### src/rtl/pattern_sequencer_pkg.sv
// Shared encodings for the pattern sequencer: mode ids, field positions,
// scheduler states and the masked next/prev mode search.
package pattern_sequencer_pkg;

  typedef enum logic [2:0] {
    MODE_PASS = 3'd0,
    MODE_1    = 3'd1,
    MODE_2    = 3'd2,
    MODE_3    = 3'd3,
    MODE_4    = 3'd4,
    MODE_5    = 3'd5,
    MODE_6    = 3'd6,
    MODE_7    = 3'd7
  } mode_e;

  localparam int TIMING_BIT = 7;
  localparam int MODE_MSB   = 6;
  localparam int MODE_LSB   = 4;
  localparam int OPT_MSB    = 3;

  typedef enum logic {
    HOLD = 1'b0,
    PEND = 1'b1
  } state_e;

  // Returns {wrapped, mode}; mode is unchanged when no other bit is set.
  function automatic logic [3:0] step_mode(
    input logic [7:0] mask,
    input logic [2:0] cur,
    input logic       up
  );
    logic [2:0] cand;
    logic [2:0] res;
    logic       found;
    logic       wrap;
    res   = cur;
    found = 1'b0;
    for (int i = 1; i < 8; i++) begin
      cand = up ? cur + 3'(i) : cur - 3'(i);
      if (!found && mask[cand]) begin
        res   = cand;
        found = 1'b1;
      end
    end
    wrap = found && (up ? (res < cur) : (res > cur));
    return {wrap, res};
  endfunction

endpackage

### src/rtl/pattern_sequencer_if.sv
// Control/status bundle between the top-level inputs, the sequencer
// and the VGA pattern controller.
interface pattern_sequencer_if;
  logic        frame_tick;
  logic [7:0]  cfg_in;
  logic        auto_en;
  logic [1:0]  hold_sel;
  logic        btn_next;
  logic        btn_prev;
  logic [7:0]  mode_params;
  logic        mode_changed;
  logic [10:0] frames_in_mode;
  logic        pending;

  modport master (
    output frame_tick, cfg_in, auto_en,
    output hold_sel, btn_next, btn_prev,
    input  mode_params, mode_changed,
    input  frames_in_mode, pending
  );

  modport slave (
    input  frame_tick, cfg_in, auto_en,
    input  hold_sel, btn_next, btn_prev,
    output mode_params, mode_changed,
    output frames_in_mode, pending
  );
endinterface

### src/rtl/pattern_sequencer_btn_debounce.sv
// Raw button -> 2-FF sync -> stable-sample counter -> one-cycle press
// pulse on the rising edge of the debounced level.
module btn_debounce #(
  parameter logic [15:0] CYCLES = 16'd50000
) (
  input  logic clk,
  input  logic reset,
  input  logic btn_i,
  output logic press_o
);

  logic        sync1_q, sync2_q;
  logic        level_q, level_d;
  logic        press_q, press_d;
  logic [15:0] cnt_q, cnt_d;

  always_comb begin
    level_d = level_q;
    cnt_d   = cnt_q;
    press_d = 1'b0;
    if (sync2_q == level_q) begin
      cnt_d = '0;
    end else if (cnt_q + 16'd1 >= CYCLES) begin
      level_d = sync2_q;
      cnt_d   = '0;
      press_d = sync2_q;
    end else begin
      cnt_d = cnt_q + 16'd1;
    end
  end

  always_ff @(posedge clk) begin
    if (reset) begin
      sync1_q <= 1'b0;
      sync2_q <= 1'b0;
      level_q <= 1'b0;
      press_q <= 1'b0;
      cnt_q   <= '0;
    end else begin
      sync1_q <= btn_i;
      sync2_q <= sync1_q;
      level_q <= level_d;
      press_q <= press_d;
      cnt_q   <= cnt_d;
    end
  end

  assign press_o = press_q;

endmodule

### src/rtl/pattern_sequencer.sv
// Frame-synchronous mode scheduler: queues one auto or manual step and
// applies it on frame_tick so a frame never shows two modes.
module pattern_sequencer
  import pattern_sequencer_pkg::*;
#(
  parameter logic [7:0]  MODE_MASK       = 8'b0111_0110,
  parameter logic [15:0] DEBOUNCE_CYCLES = 16'd50000,
  parameter logic [8:0]  HOLD_BASE       = 9'd60
) (
  input logic               clk,
  input logic               reset,
  pattern_sequencer_if.slave bus
);

  logic        next_evt, prev_evt;
  state_e      state_q, state_d;
  logic        up_q, up_d;
  logic        auto_q, auto_d;
  logic [7:0]  mp_q, mp_d;
  logic        chg_q, chg_d;
  logic [10:0] frames_q, frames_d;

  logic [10:0] hold_len;
  logic        hold_done;
  logic        one_evt;
  logic        cancel;
  logic        can_step;
  logic [2:0]  cur_mode;
  logic [3:0]  step_res;

  btn_debounce #(.CYCLES(DEBOUNCE_CYCLES)) u_next (
    .clk     (clk),
    .reset   (reset),
    .btn_i   (bus.btn_next),
    .press_o (next_evt)
  );

  btn_debounce #(.CYCLES(DEBOUNCE_CYCLES)) u_prev (
    .clk     (clk),
    .reset   (reset),
    .btn_i   (bus.btn_prev),
    .press_o (prev_evt)
  );

  assign hold_len  = {2'b00, HOLD_BASE} << bus.hold_sel;
  assign hold_done = ({1'b0, frames_q} + 12'd1)
                     >= {1'b0, hold_len};
  assign one_evt   = next_evt ^ prev_evt;
  assign can_step  = |MODE_MASK;
  assign cur_mode  = mp_q[MODE_MSB:MODE_LSB];
  assign step_res  = step_mode(MODE_MASK, cur_mode, up_q);
  assign cancel    = up_q ? (prev_evt & ~next_evt)
                          : (next_evt & ~prev_evt);

  always_comb begin
    state_d  = state_q;
    up_d     = up_q;
    auto_d   = auto_q;
    mp_d     = mp_q;
    chg_d    = 1'b0;
    frames_d = frames_q;
    unique case (state_q)
      HOLD: begin
        if (bus.frame_tick && frames_q != 11'h7FF)
          frames_d = frames_q + 11'd1;
        // Simultaneous presses also suppress an auto request.
        if (can_step && one_evt) begin
          state_d = PEND;
          up_d    = next_evt;
          auto_d  = 1'b0;
        end else if (can_step && !next_evt && bus.auto_en
                     && bus.frame_tick && hold_done) begin
          state_d = PEND;
          up_d    = 1'b1;
          auto_d  = 1'b1;
        end
      end
      PEND: begin
        if (cancel) begin
          state_d = HOLD;
        end else if (bus.frame_tick) begin
          state_d  = HOLD;
          frames_d = '0;
          mp_d[MODE_MSB:MODE_LSB] = step_res[2:0];
          chg_d = step_res[2:0] != cur_mode;
          if (auto_q && step_res[3])
            mp_d[1:0] = mp_q[1:0] + 2'd1;
        end
      end
    endcase
  end

  always_ff @(posedge clk) begin
    if (reset) begin
      state_q  <= HOLD;
      up_q     <= 1'b1;
      auto_q   <= 1'b0;
      mp_q     <= bus.cfg_in;
      chg_q    <= 1'b0;
      frames_q <= '0;
    end else begin
      state_q  <= state_d;
      up_q     <= up_d;
      auto_q   <= auto_d;
      mp_q     <= mp_d;
      chg_q    <= chg_d;
      frames_q <= frames_d;
    end
  end

  assign bus.mode_params    = mp_q;
  assign bus.mode_changed   = chg_q;
  assign bus.frames_in_mode = frames_q;
  assign bus.pending        = (state_q == PEND);

endmodule

### src/flat_wrapper.sv
// flat-port wrapper written by rule: the top's interface ports become plain ports
module pattern_sequencer_flat import pattern_sequencer_pkg::*;
#(
  parameter logic [7:0]  MODE_MASK       = 8'b0111_0110,
  parameter logic [15:0] DEBOUNCE_CYCLES = 16'd50000,
  parameter logic [8:0]  HOLD_BASE       = 9'd60
)
  (clk, reset, bus_frame_tick, bus_cfg_in, bus_auto_en, bus_hold_sel, bus_btn_next, bus_btn_prev, bus_mode_params, bus_mode_changed, bus_frames_in_mode, bus_pending);
  pattern_sequencer_if bus_i ();
  input logic clk;
  input logic reset;
  input wire logic [$bits(bus_i.frame_tick)-1:0] bus_frame_tick;
  input wire logic [$bits(bus_i.cfg_in)-1:0] bus_cfg_in;
  input wire logic [$bits(bus_i.auto_en)-1:0] bus_auto_en;
  input wire logic [$bits(bus_i.hold_sel)-1:0] bus_hold_sel;
  input wire logic [$bits(bus_i.btn_next)-1:0] bus_btn_next;
  input wire logic [$bits(bus_i.btn_prev)-1:0] bus_btn_prev;
  output wire logic [$bits(bus_i.mode_params)-1:0] bus_mode_params;
  output wire logic [$bits(bus_i.mode_changed)-1:0] bus_mode_changed;
  output wire logic [$bits(bus_i.frames_in_mode)-1:0] bus_frames_in_mode;
  output wire logic [$bits(bus_i.pending)-1:0] bus_pending;
  assign bus_i.frame_tick = bus_frame_tick;
  assign bus_i.cfg_in = bus_cfg_in;
  assign bus_i.auto_en = bus_auto_en;
  assign bus_i.hold_sel = bus_hold_sel;
  assign bus_i.btn_next = bus_btn_next;
  assign bus_i.btn_prev = bus_btn_prev;
  assign bus_mode_params = bus_i.mode_params;
  assign bus_mode_changed = bus_i.mode_changed;
  assign bus_frames_in_mode = bus_i.frames_in_mode;
  assign bus_pending = bus_i.pending;
  pattern_sequencer #(.MODE_MASK(MODE_MASK), .DEBOUNCE_CYCLES(DEBOUNCE_CYCLES), .HOLD_BASE(HOLD_BASE)) u_core (.clk(clk), .reset(reset), .bus(bus_i));
endmodule
### config.mk
export PLATFORM = sky130hd
export DESIGN_NAME = pattern_sequencer_flat
export DESIGN_NICKNAME = d
export VERILOG_FILES = /design/src/rtl/pattern_sequencer_pkg.sv /design/src/rtl/pattern_sequencer_if.sv /design/src/rtl/pattern_sequencer_btn_debounce.sv /design/src/rtl/pattern_sequencer.sv /design/src/flat_wrapper.sv
export SDC_FILE = /design/constraint.sdc
export NUM_CORES = 1
export LEC_CHECK = 0
export CORE_MARGIN = 2
export CORE_UTILIZATION = 30
export CTS_CLUSTER_DIAMETER = 80
export CTS_CLUSTER_SIZE = 10
export DETAILED_ROUTE_END_ITERATION = 10
export GPL_TIMING_DRIVEN = 0
export PLACE_DENSITY_LB_ADDON = 0.25
export SETUP_SLACK_MARGIN = 0.2
export SLEW_MARGIN = 10
export SYNTH_ARGS = -nofsm -noshare
export SYNTH_HDL_FRONTEND = slang
export SYNTH_SLANG_ARGS = --single-unit
### constraint.sdc
create_clock -name clk -period 5.56 [get_ports clk]
set_clock_uncertainty 0.15 [all_clocks]
set_input_delay 0.556 -clock clk [delete_from_list [all_inputs] [get_ports clk]]
set_output_delay 0.556 -clock clk [all_outputs]
set_load 0.05 [all_outputs]
==> run_1/metal_stack.png <==
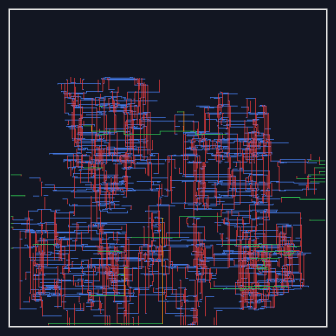
Key: green = met3 [wire length 376 um]; orange = met4 [wire length 61.2 um]; red = met2 [wire length 4610 um]; blue = met1 [wire length 4860 um]
routed length per placed instance: 13.88 um
vias: 3659
overall routing resource usage: 13.95%

==> run_1/gate_families.png <==
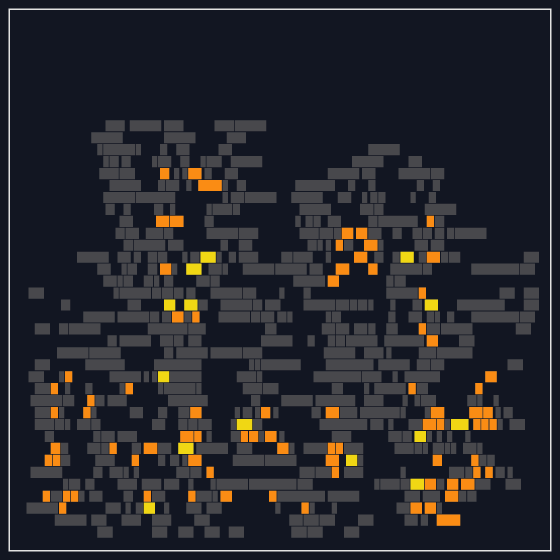
Key: orange = inverting AOI/OAI gates [cells 79, most used o21ai_0]; yellow = AND-OR and OR-AND gates [cells 14, most used a21o_1]
most frequent logic cell in the layout: dfxtp_1
non-filler cells in the finished layout: 714
Comb/total area: 52.97%

==> run_1/final_clocks.png <==
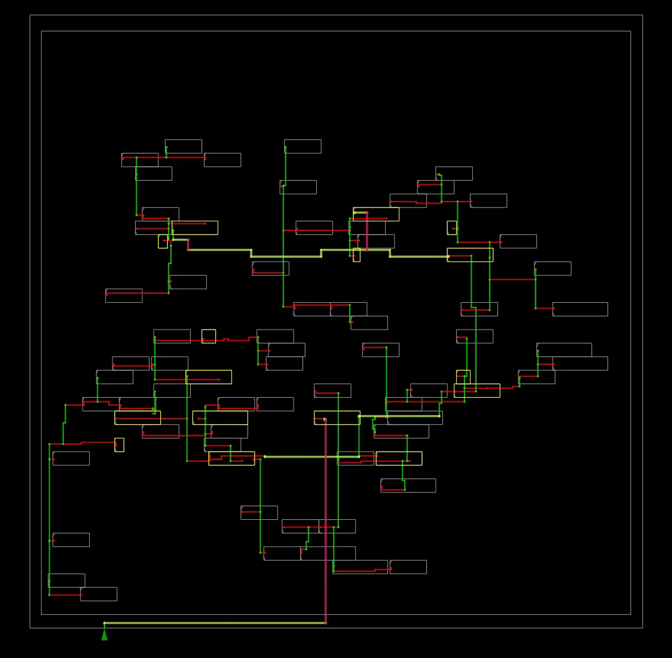
clock buffers: 9
CTS sink cnt: 63
Latency at later pin: 0.33 ns
CTS Buf Count: 9
flop count: 63

==> run summary, run 1 <==
flow finished, numbers: Detailed Place HPWL=7055 um, cells after synthesis=482, DP Cell Count=698, Final Instance Area=5116 sq um, # Taps=180, flip-flops with a built-in enable=8, cells on worst reg2reg path=15, Leakage=1.852 nW, CP endpoint=u_core.bus.mode_params[0], gr ovfl total=0, leading cell category by total area=multi-input combinational cells, area grow syn2layout=20.62%, Cell Type Count=71, Fillers=1391, buffering overhead=9.440%, final net count=570, r2r startpoint=u_core.bus.mode_params[5], ClkCell Share=5.649%, critical path class=register to register, # H-tree levels=3, synthesis area per yosys=4242 sq um, first-pass GRT wire length=16970 um, Synth area leader=dfxtp_1, total wire length=9909 um, Hold Crit Endpoint=u_core.u_prev.sync2_q, ys flop type=dfxtp_1, PwrDens=374.1 nW/um^2, Slew Limit Fails=0, IO Pins=37, Hold Path Origin=u_core.u_prev.sync1_q, startpoint types=register, die footprint=15110 sq um, warnings from Yosys=0, final setup fails=0, status=complete, no violations, antenna cell count=0, Final Core Density=37.00%, count leader, synth=dfxtp_1, row cnt=43, Crit. End Element=register, Plain + repair buffers=62, share of cells above drive strength 1=8.052%, post-route clock period utilization=88.70%, register area=1341 sq um, chip width=122.9 um, Port Buffers=36, Final Hold Viols=0, hold slack=0.2885 ns, flop share of the area=26.22%, drc violations=0, #MultiIn Comb=375, Top-area cell share=25.96%, Worst Path Max Fanout=10, met3 WL=376 um, CTS clk-pin slew, worst paths=0.06 ns, VDD IR max=0.0002159 V, Arr. time, crit path=4.78 ns, tool warning count=39, final worst slack=0.6281 ns, synthesized cell area=4242 sq um, asr flop ratio synth=0%, initial DRC count=220, post-place setup slack=0.6679 ns, CTS resizes=0, Worst-Margin Slew=0.7629 ns, most frequent cells in the layout=55 x dfxtp_1, 36 x clkdlybuf4s50_1, 31 x nand2_1, root buffer cell=clkbuf_16, RePlAce Congestion=0.8486, setup TNS=0 ns, Final Critical Period=4.932 ns, wl on met1=4861 um, worst setup path startpoint=u_core.bus.mode_params[5], Placed Area=4827 sq um, worst-case clock buffer depth=2, worst hold path class=register to register, Synth flops=63, antenna-violating nets left=0, metal2 WL=4610 um, Synth Seq Share=31.62%, synthesized area per cell=8.800 sq um, Post-synth top cells=55 x dfxtp_1, 31 x nand2_1, 27 x xnor2_1, hold buffer count at CTS=0, Floorplan Nets=523, Fmax achieved=202.8 MHz, max_slew headroom=48.80%, Final Power=0.001914 W, Cell area leaders=dfxtp_1 26%, ha_1 6.8%, edfxtp_1 5.7%, xnor2_1 5.6%, xor2_1 3.7%, initial antenna violation count=0, highest metal used=met4, crit path DRT=5.41 ns, Cells on Worst Hold Path=1
run 1: where the power goes:
group,internal (W),leakage [nW],total [W],switching (W)
sequential,0.000485,0.523,0.000509,0.0000245
clock,0.000342,0.139,0.000547,0.000204
combinational,0.000347,1.19,0.000858,0.000511
run 1: flip-flops by register name (all words and copies together), names as in the netlist:
register / flops
u_core.u_next.sync2_q: 1
u_core.u_prev.cnt_q: 16
u_core.u_prev.sync2_q: 1
u_core.bus.pending: 1
u_core.u_next.sync1_q: 1
u_core.u_prev.sync1_q: 1
u_core.auto_q: 1
u_core.u_next.press_o: 1
u_core.bus.mode_changed: 1
u_core.u_next.level_q: 1
u_core.u_prev.level_q: 1
u_core.u_prev.press_o: 1
u_core.up_q: 1
u_core.bus.mode_params: 8
u_core.bus.frames_in_mode: 11
u_core.u_next.cnt_q: 16
run 1: worst max-delay path, cell delays in order, from the launching register on:
cell      delay, ns
edfxtp_1       0.50
clkbuf_1       0.34
inv_1          0.26
fa_1           0.56
clkbuf_1       0.29
xnor2_1        0.21
or3_1          0.40
a22o_1         0.23
a221oi_2       0.23
a32oi_1        0.14
ha_1           0.38
a21o_1         0.12
a21oi_1        0.08
a311oi_1       0.28
a21oi_1        0.08
o31ai_1        0.36
run 1: metal layers:
| layer | vias up | global-route usage, % |
|---|---|---|
| li1 | 1851 | - |
| met1 | 1735 | 18.55 |
| met2 | 65 | 22.06 |
| met3 | 8 | 3.090 |
| met4 | 0 | 5.316 |
| met5 | - | 0 |
run 1: cell families after synthesis:
family          after synthesis  synth area share, %
compound gates               93                15.31
xor+xnor                     48                10.94
fa+ha+maj                    25                7.729
buf+inv                      44                4.484
flops                        63                31.62
mux                          13                3.274
simple gates                196                26.64
==> run_1/port_nets.png <==
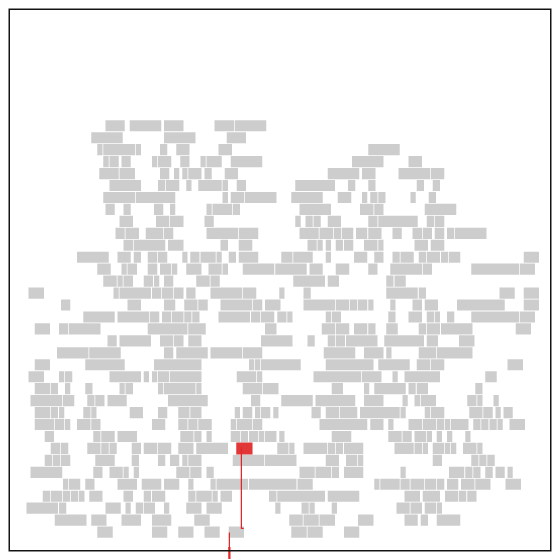

--- run 2 (diff from run 1) ---
--- a/config.mk
+++ b/config.mk
@@ -6,7 +6,7 @@
 export NUM_CORES = 1
 export LEC_CHECK = 0
 export CORE_MARGIN = 2
-export CORE_UTILIZATION = 30
+export CORE_UTILIZATION = 40
 export CTS_CLUSTER_DIAMETER = 80
 export CTS_CLUSTER_SIZE = 10
 export DETAILED_ROUTE_END_ITERATION = 10
==> run_2/port_nets.png <==
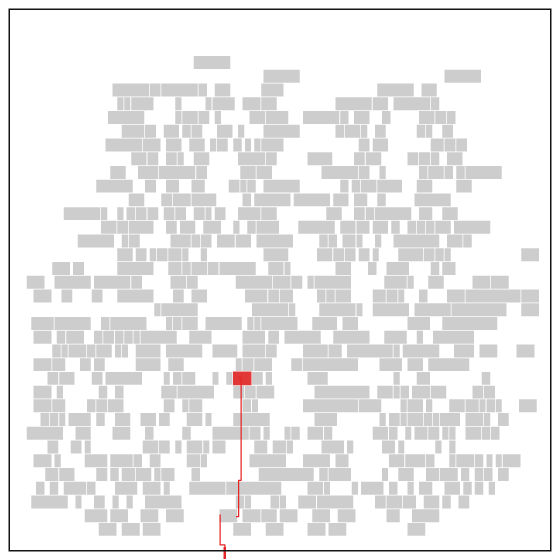
Key: red = bus_auto_en [bits 1, direction input, edge south, end cells 1, buffers 1, wire 36.5 um]
Port Buffers: 36
IO Pins: 37

==> run_2/gate_families.png <==
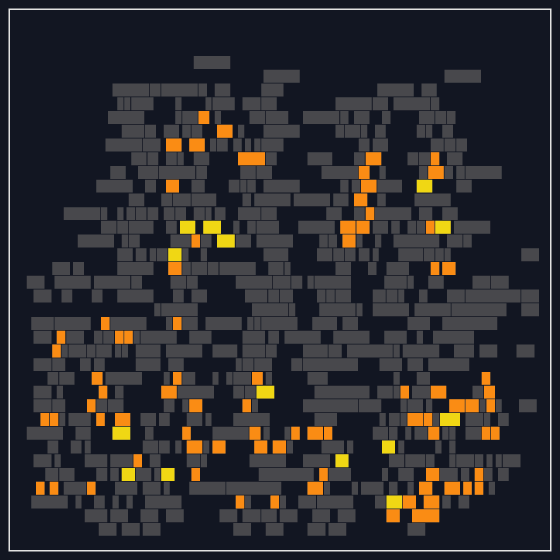
Key: orange = inverting AOI/OAI gates [cells 79, most used o21ai_0]; yellow = AND-OR and OR-AND gates [cells 14, most used a21o_1]
Comb/total area: 54.59%
non-filler cells in the finished layout: 669

==> run_2/metal_stack.png <==
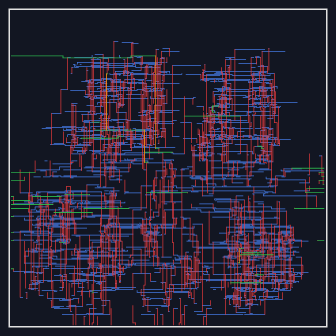
Key: blue = met1 [wire length 4530 um]; orange = met4 [wire length 66.0 um]; green = met3 [wire length 297 um]; red = met2 [wire length 4490 um]
vias: 3687
total wire length: 9383 um

==> run summary, run 2 <==
flow finished, numbers: final net count=570 (unchanged), antenna cell count=0 (unchanged), sequential power share=29.3% (+2.7 points), CTS Buf Count=9 (unchanged), asr flop ratio synth=0% (unchanged), most frequent logic cell in the layout=dfxtp_1, ys flop type=dfxtp_1, Synth flops=63 (unchanged), hold slack=0.3019 ns (+0.01343 ns), share of cells above drive strength 1=7.880% (-0.17 points), worst hold path class=register to register, global route hottest layer=met2, Post-synth top cells=55 x dfxtp_1, 31 x nand2_1, 27 x xnor2_1, tool warning count=39 (unchanged), hold buffer count at CTS=0 (unchanged), Crit. End Element=register, worst setup path startpoint=u_core.bus.mode_params[5], drc violations=0 (unchanged), Final Instance Area=4965 sq um (-3.0%), Leakage=1.810 nW (-2.3%), Sw Share=39.92% (+1.3 points), CTS resizes=0 (unchanged), status=complete, no violations, initial antenna violation count=0 (unchanged), final setup fails=0 (unchanged), area grow syn2layout=17.05%, Cell area leaders=dfxtp_1 26%, ha_1 6.8%, edfxtp_1 5.7%, xnor2_1 5.6%, xor2_1 3.7%, setup TNS=0 ns (unchanged), row cnt=37 (-14%), Synth Seq Share=31.62% (unchanged), Fillers=1003 (-28%), Final Hold Viols=0 (unchanged), Cell Type Count=71 (unchanged), Gate power share=48.7% (+3.9 points), PwrDens=349.3 nW/um^2 (-6.6%), routing usage on met3=3.951% (+0.86 points), gr ovfl total=0 (unchanged), chip width=107.0 um (-13%), Hold Crit Endpoint=u_core.u_prev.sync2_q, die footprint=11440 sq um (-24%), Slew Limit Fails=0 (unchanged), cells on worst reg2reg path=15 (unchanged), power share of the clock group=22.0% (-6.6 points), overall routing resource usage=17.42% (+3.5 points), DP Cell Count=654 (-6.3%), Cells on Worst Hold Path=1 (unchanged), Detailed Place HPWL=6816 um (-3.4%), post-place setup slack=0.7922 ns (+0.1243 ns), most frequent cells in the layout=55 x dfxtp_1, 36 x clkdlybuf4s50_1, 31 x nand2_1, Floorplan Nets=523 (unchanged), warnings from Yosys=0 (unchanged), Worst-Margin Slew=0.7440 ns (-0.01882 ns), Synth area leader=dfxtp_1, final worst slack=0.6919 ns (+0.06384 ns), synthesized cell area=4242 sq um (unchanged), critical path class=register to register, Top-area cell share=25.96% (unchanged), Placed Area=4772 sq um (-1.1%), Hold Path Origin=u_core.u_prev.sync1_q, CTS sink cnt=63 (unchanged), register area=1341 sq um (unchanged), RePlAce Congestion=0.8731 (+2.9%), startpoint types=register, Final Core Density=48.09% (+11 points), Worst Path Max Fanout=10 (unchanged), Latency at later pin=0.34 ns (about the same), r2r startpoint=u_core.bus.mode_params[5], post-route clock period utilization=87.56% (-1.1 points), first-pass GRT wire length=16500 um (-2.7%), CP endpoint=u_core.bus.mode_params[1], VDD IR max=0.0002591 V (+20%), root buffer cell=clkbuf_8
[run 2: area by class of cell]
cell class                 count  area share, %
multi-input combinational    375          54.59
sequential                    63          27.02
clock buffer                  13          3.629
tap                          136          3.427
clock inverter                 2         0.2520
buffer                        26          2.470
inverter                      18          1.361
timing repair buffer          36          7.258
[run 2: logic make-up (layout without fill, tap and decap cells)]
group	Yosys count	count (layout)	share of synthesized area, %
AOI/OAI and AO/OA	93	93	15.31
muxes	13	13	3.274
xor gates and xnor gates	48	48	10.94
and+or+nand+nor	196	196	26.64
DFF	63	63	31.62
buffers and inverters	44	95	4.484
adders and majority gates	25	25	7.729
[run 2: layer usage]
layer / wire length, um / vias to the layer above
li1: - / 1855
met1: 4527 / 1760
met2: 4493 / 63
met3: 296 / 9
met4: 65 / 0
met5: 0 / -
[run 2: critical path, cell delays in order, from the launching register on]
cell      delay, ns
edfxtp_1       0.49
clkbuf_1       0.34
inv_1          0.26
fa_1           0.57
clkbuf_1       0.28
xnor2_1        0.21
or3_1          0.39
a22o_1         0.22
a221oi_2       0.23
a32oi_1        0.14
ha_1           0.38
a21o_1         0.12
a21oi_1        0.08
a311oi_1       0.26
a21oi_1        0.08
o31ai_1        0.36
[run 2: power by group through the flow]
stage	logic, W	clock network, W	registers (W)
global route	0.000929	0.000416	0.000512
CTS	0.000837	0.000399	0.000509
detailed placement	0.000831	0	0.000519
floorplan	0.000598	0	0.000563
global placement	0.000816	0	0.000518
finish	0.000845	0.000382	0.000508
==> run_2/final_clocks.png <==
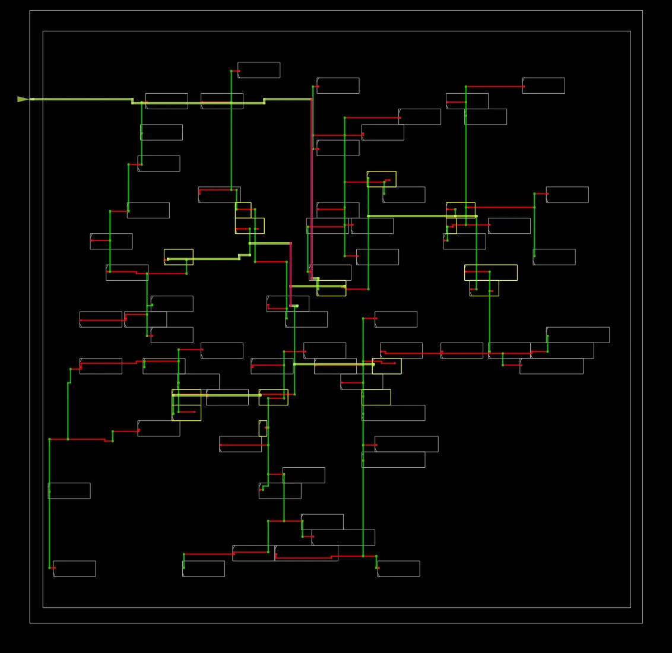

--- run 3 (diff from run 2) ---
--- a/config.mk
+++ b/config.mk
@@ -10,6 +10,7 @@
 export CTS_CLUSTER_DIAMETER = 80
 export CTS_CLUSTER_SIZE = 10
 export DETAILED_ROUTE_END_ITERATION = 10
+export GPL_ROUTABILITY_DRIVEN = 0
 export GPL_TIMING_DRIVEN = 0
 export PLACE_DENSITY_LB_ADDON = 0.25
 export SETUP_SLACK_MARGIN = 0.2
==> run_3/final_clocks.png <==
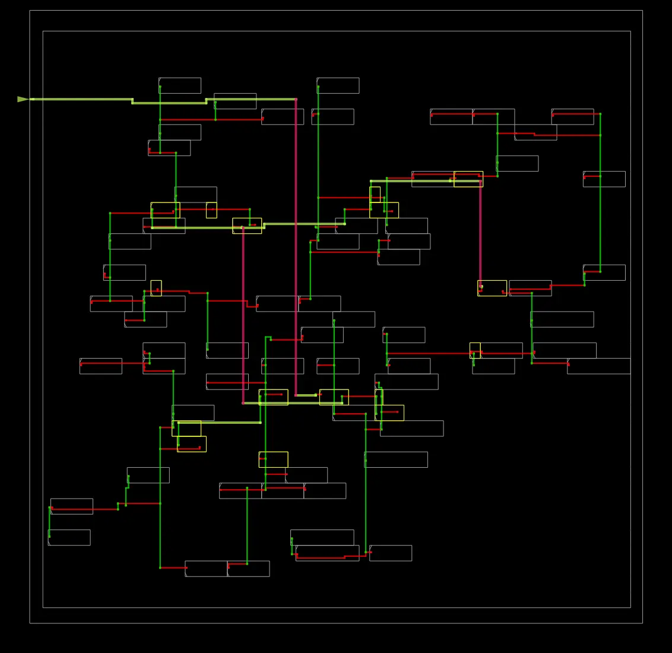
clock buffers: 12
P_clk: 0.000360 W
Latency at later pin: 0.34 ns

==> run_3/clock_map.png <==
Scale bar: 20 um.
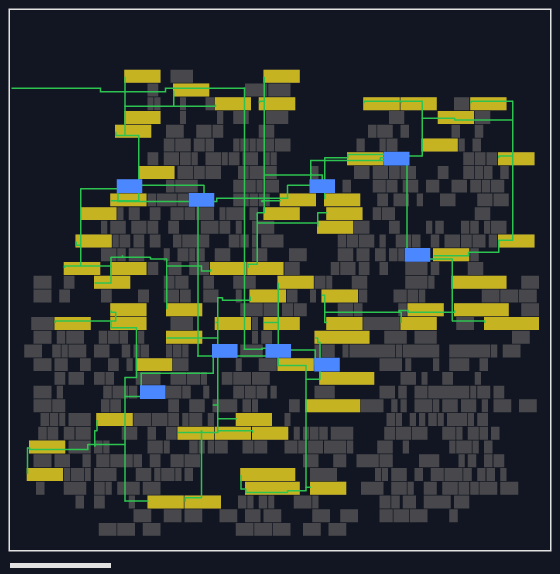
Key: green = clock wires [length 962 um]; yellow = flip-flops [count 63]; blue = cells driving clock nets [count 9]
Position of the flops: spread over the die. There are 10 routed clock nets.
power share of the clock group: 21.1%

==> run_3/metal_stack.png <==
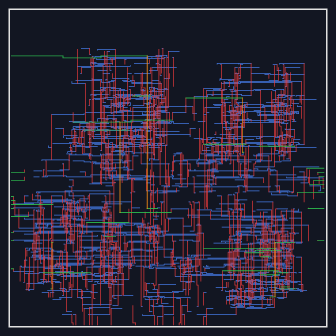
Key: red = met2 [wire length 4450 um]; orange = met4 [wire length 135 um]; green = met3 [wire length 358 um]; blue = met1 [wire length 4470 um]
overall routing resource usage: 17.21%
total wire length: 9412 um
vias: 3682
routed length per placed instance: 14.05 um

==> run summary, run 3 <==
flow finished, numbers: slowest stage delay, CP=0.55 ns (-0.02 ns), Worst Path Max Fanout=10 (unchanged), Synth flops=63 (unchanged), initial DRC count=200, Cells on Worst Hold Path=1 (unchanged), status=complete, no violations, PwrDens=344.2 nW/um^2 (-1.5%), Crit path max-delay family=AND-OR/OR-AND gates, worst hold path class=register to register, CTS Buf Count=9 (unchanged), Leakage=1.809 nW (about the same), Worst R2R Setup Slack=0.71 ns, cells after synthesis=482, root buffer cell=clkbuf_8, die footprint=11440 sq um (unchanged), Port Buffers=36 (unchanged), cells on worst reg2reg path=15 (unchanged), post-route clock period utilization=87.30% (-0.25 points), Reg-to-Reg End=u_core.bus.mode_params[1], first-pass GRT wire length=16010 um (-3.0%), IO Pins=37 (unchanged), area occupied by multi-input gates=2710 sq um, # H-tree levels=3, startpoint types=register, setup TNS=0 ns (unchanged), Synth Seq Share=31.62% (unchanged), ys cells=482, Die Y=107.0 um, final worst slack=0.7059 ns (+0.01402 ns), max_cap viols=0, initial antenna violation count=0 (unchanged), row cnt=37 (unchanged), Fmax achieved=206.0 MHz, met3 WL=358 um (+21%), critical path class=register to register, synthesized area per cell=8.800 sq um, synthesis area per yosys=4242 sq um, Crit. End Element=register, most frequent logic cell in the layout=dfxtp_1, share of cells above drive strength 1=8.052% (+0.17 points), Cell Type Count=71 (unchanged), ys flop type=dfxtp_1, CTS sink cnt=63 (unchanged), Synth area leader=dfxtp_1, Slew Limit Fails=0 (unchanged), Final Power=0.001703 W, Final Hold Viols=0 (unchanged), highest metal used=met4, final net count=570 (unchanged), RSZ-0062 raised after global routing=no, Post-synth top cells=55 x dfxtp_1, 31 x nand2_1, 27 x xnor2_1, largest net degree at the start of global routing=11, Worst-Margin Slew=0.6942 ns (-0.04989 ns), crit path DRT=5.41 ns, flip-flops with a built-in enable=8, vias in the first global route=3489, Hold Path Origin=u_core.u_prev.sync1_q, M1 GR Usage=21.88%, met2 Usage GRT=28.30%, wl on met1=4470 um (-1.3%), CTS resizes=0 (unchanged), Slowest cell on crit path=fa_1, Cell area leaders=dfxtp_1 26%, ha_1 6.8%, edfxtp_1 5.7%, xnor2_1 5.6%, xor2_1 3.7%, Init Core Util=41.09%, Fillers=1027 (+2.4%), drc violations=0 (unchanged), antenna cell count=0 (unchanged), routing usage on met3=4.377% (+0.43 points), worst path bufs/invs=3 (unchanged), Avg Vias per Cell=5.496, metal2 WL=4449 um (-0.98%), gr ovfl total=0 (unchanged), register area=1341 sq um (unchanged), first-pass detailed-route iteration total=4, tool warning count=39 (unchanged), CTS clk-pin slew, worst paths=0.07 ns, worst setup path startpoint=u_core.bus.mode_params[5], chip width=107.0 um (unchanged), postcts setup bufs=0, Detailed Place HPWL=6888 um (+1.1%), final setup fails=0 (unchanged), Final Critical Period=4.854 ns, post-place setup slack=0.7715 ns (-0.02074 ns), max_slew headroom=53.41%, core area=10320 sq um, synthesized cell area=4242 sq um (unchanged), Hold Crit Endpoint=u_core.u_prev.sync2_q, warnings from Yosys=0 (unchanged), TritonCTS clock tree=built, worst-case clock buffer depth=2, count leader, synth=dfxtp_1, Floorplan Nets=523 (unchanged), Final Core Density=47.92% (-0.17 points), VDD IR max=0.0002325 V (-10%), asr flop ratio synth=0% (unchanged), hold buffer count at CTS=0 (unchanged), area grow syn2layout=16.64%, antenna-violating nets left=0, crit-path cells=clkbuf_1, inv_1, fa_1, clkbuf_1, xnor2_1, or3_1, a22o_1, a221oi_2, a32oi_1, ha_1, a21o_1, a21oi_1, a311oi_1, a21oi_1, o31ai_1, r2r startpoint=u_core.bus.mode_params[5], global route hottest layer=met2, most frequent cells in the layout=55 x dfxtp_1, 36 x clkdlybuf4s50_1, 31 x nand2_1, Arr. time, crit path=4.71 ns, Top-area cell share=25.96% (unchanged)
run 3: cell counts after synthesis:
No cell type changed its count.
run 3: kinds of logic (layout without fill, tap and decap cells):
kind of cell             Yosys count  in the layout  share of synthesized area [%]
XOR/XNOR                          48             48                          10.94
AND/OR/NAND/NOR                  196            196                          26.64
buffers and inverters             44             96                          4.484
AND-OR/OR-AND                     93             93                          15.31
flip-flops                        63             63                          31.62
multiplexers                      13             13                          3.274
adder cells (fa/ha/maj)           25             25                          7.729
run 3: worst max-delay path by stage:
stage / endpoint / slack [ns] / depth (start not counted)
CTS: u_core.bus.mode_params[1] / 0.72 / 15
floorplan: u_core.bus.mode_params[0] / 0.99 / 15
global route: u_core.bus.mode_params[1] / 0.33 / 15
finish: u_core.bus.mode_params[1] / 0.71 / 15
detailed placement: u_core.bus.mode_params[1] / 0.77 / 15
global placement: u_core.bus.mode_params[0] / 0.83 / 15
run 3: through the flow:
| step | instance area [sq um] | hold WS [ns] | instances |
|---|---|---|---|
| after global routing | 4947 | 0.3230 | 670 |
| final | 4947 | 0.2860 | 670 |
| after detailed placement | 4772 | 0.2868 | 654 |
| after CTS | 4947 | 0.2978 | 670 |
| after floorplan | 4242 | 0.2638 | 482 |
| after global placement | 4772 | 0.2716 | 654 |
run 3: area by class of cell:
type                            instances  share of cell area [%]
Clock buffer                           12                   3.136
Timing Repair Buffer                   36                   7.284
Sequential cell                        63                   27.11
Tap cell                              136                   3.440
Inverter                               18                   1.366
Clock inverter                          4                  0.4047
Buffer                                 26                   2.479
Multi-Input combinational cell        375                   54.78
run 3: power breakdown:
part / internal [W] / total, W / switching, W
Clock: 0.000183 / 0.000360 / 0.000177
Sequential: 0.000484 / 0.000508 / 0.0000243
Combinational: 0.000345 / 0.000834 / 0.000489
Power and IR drop assume default switching activity.
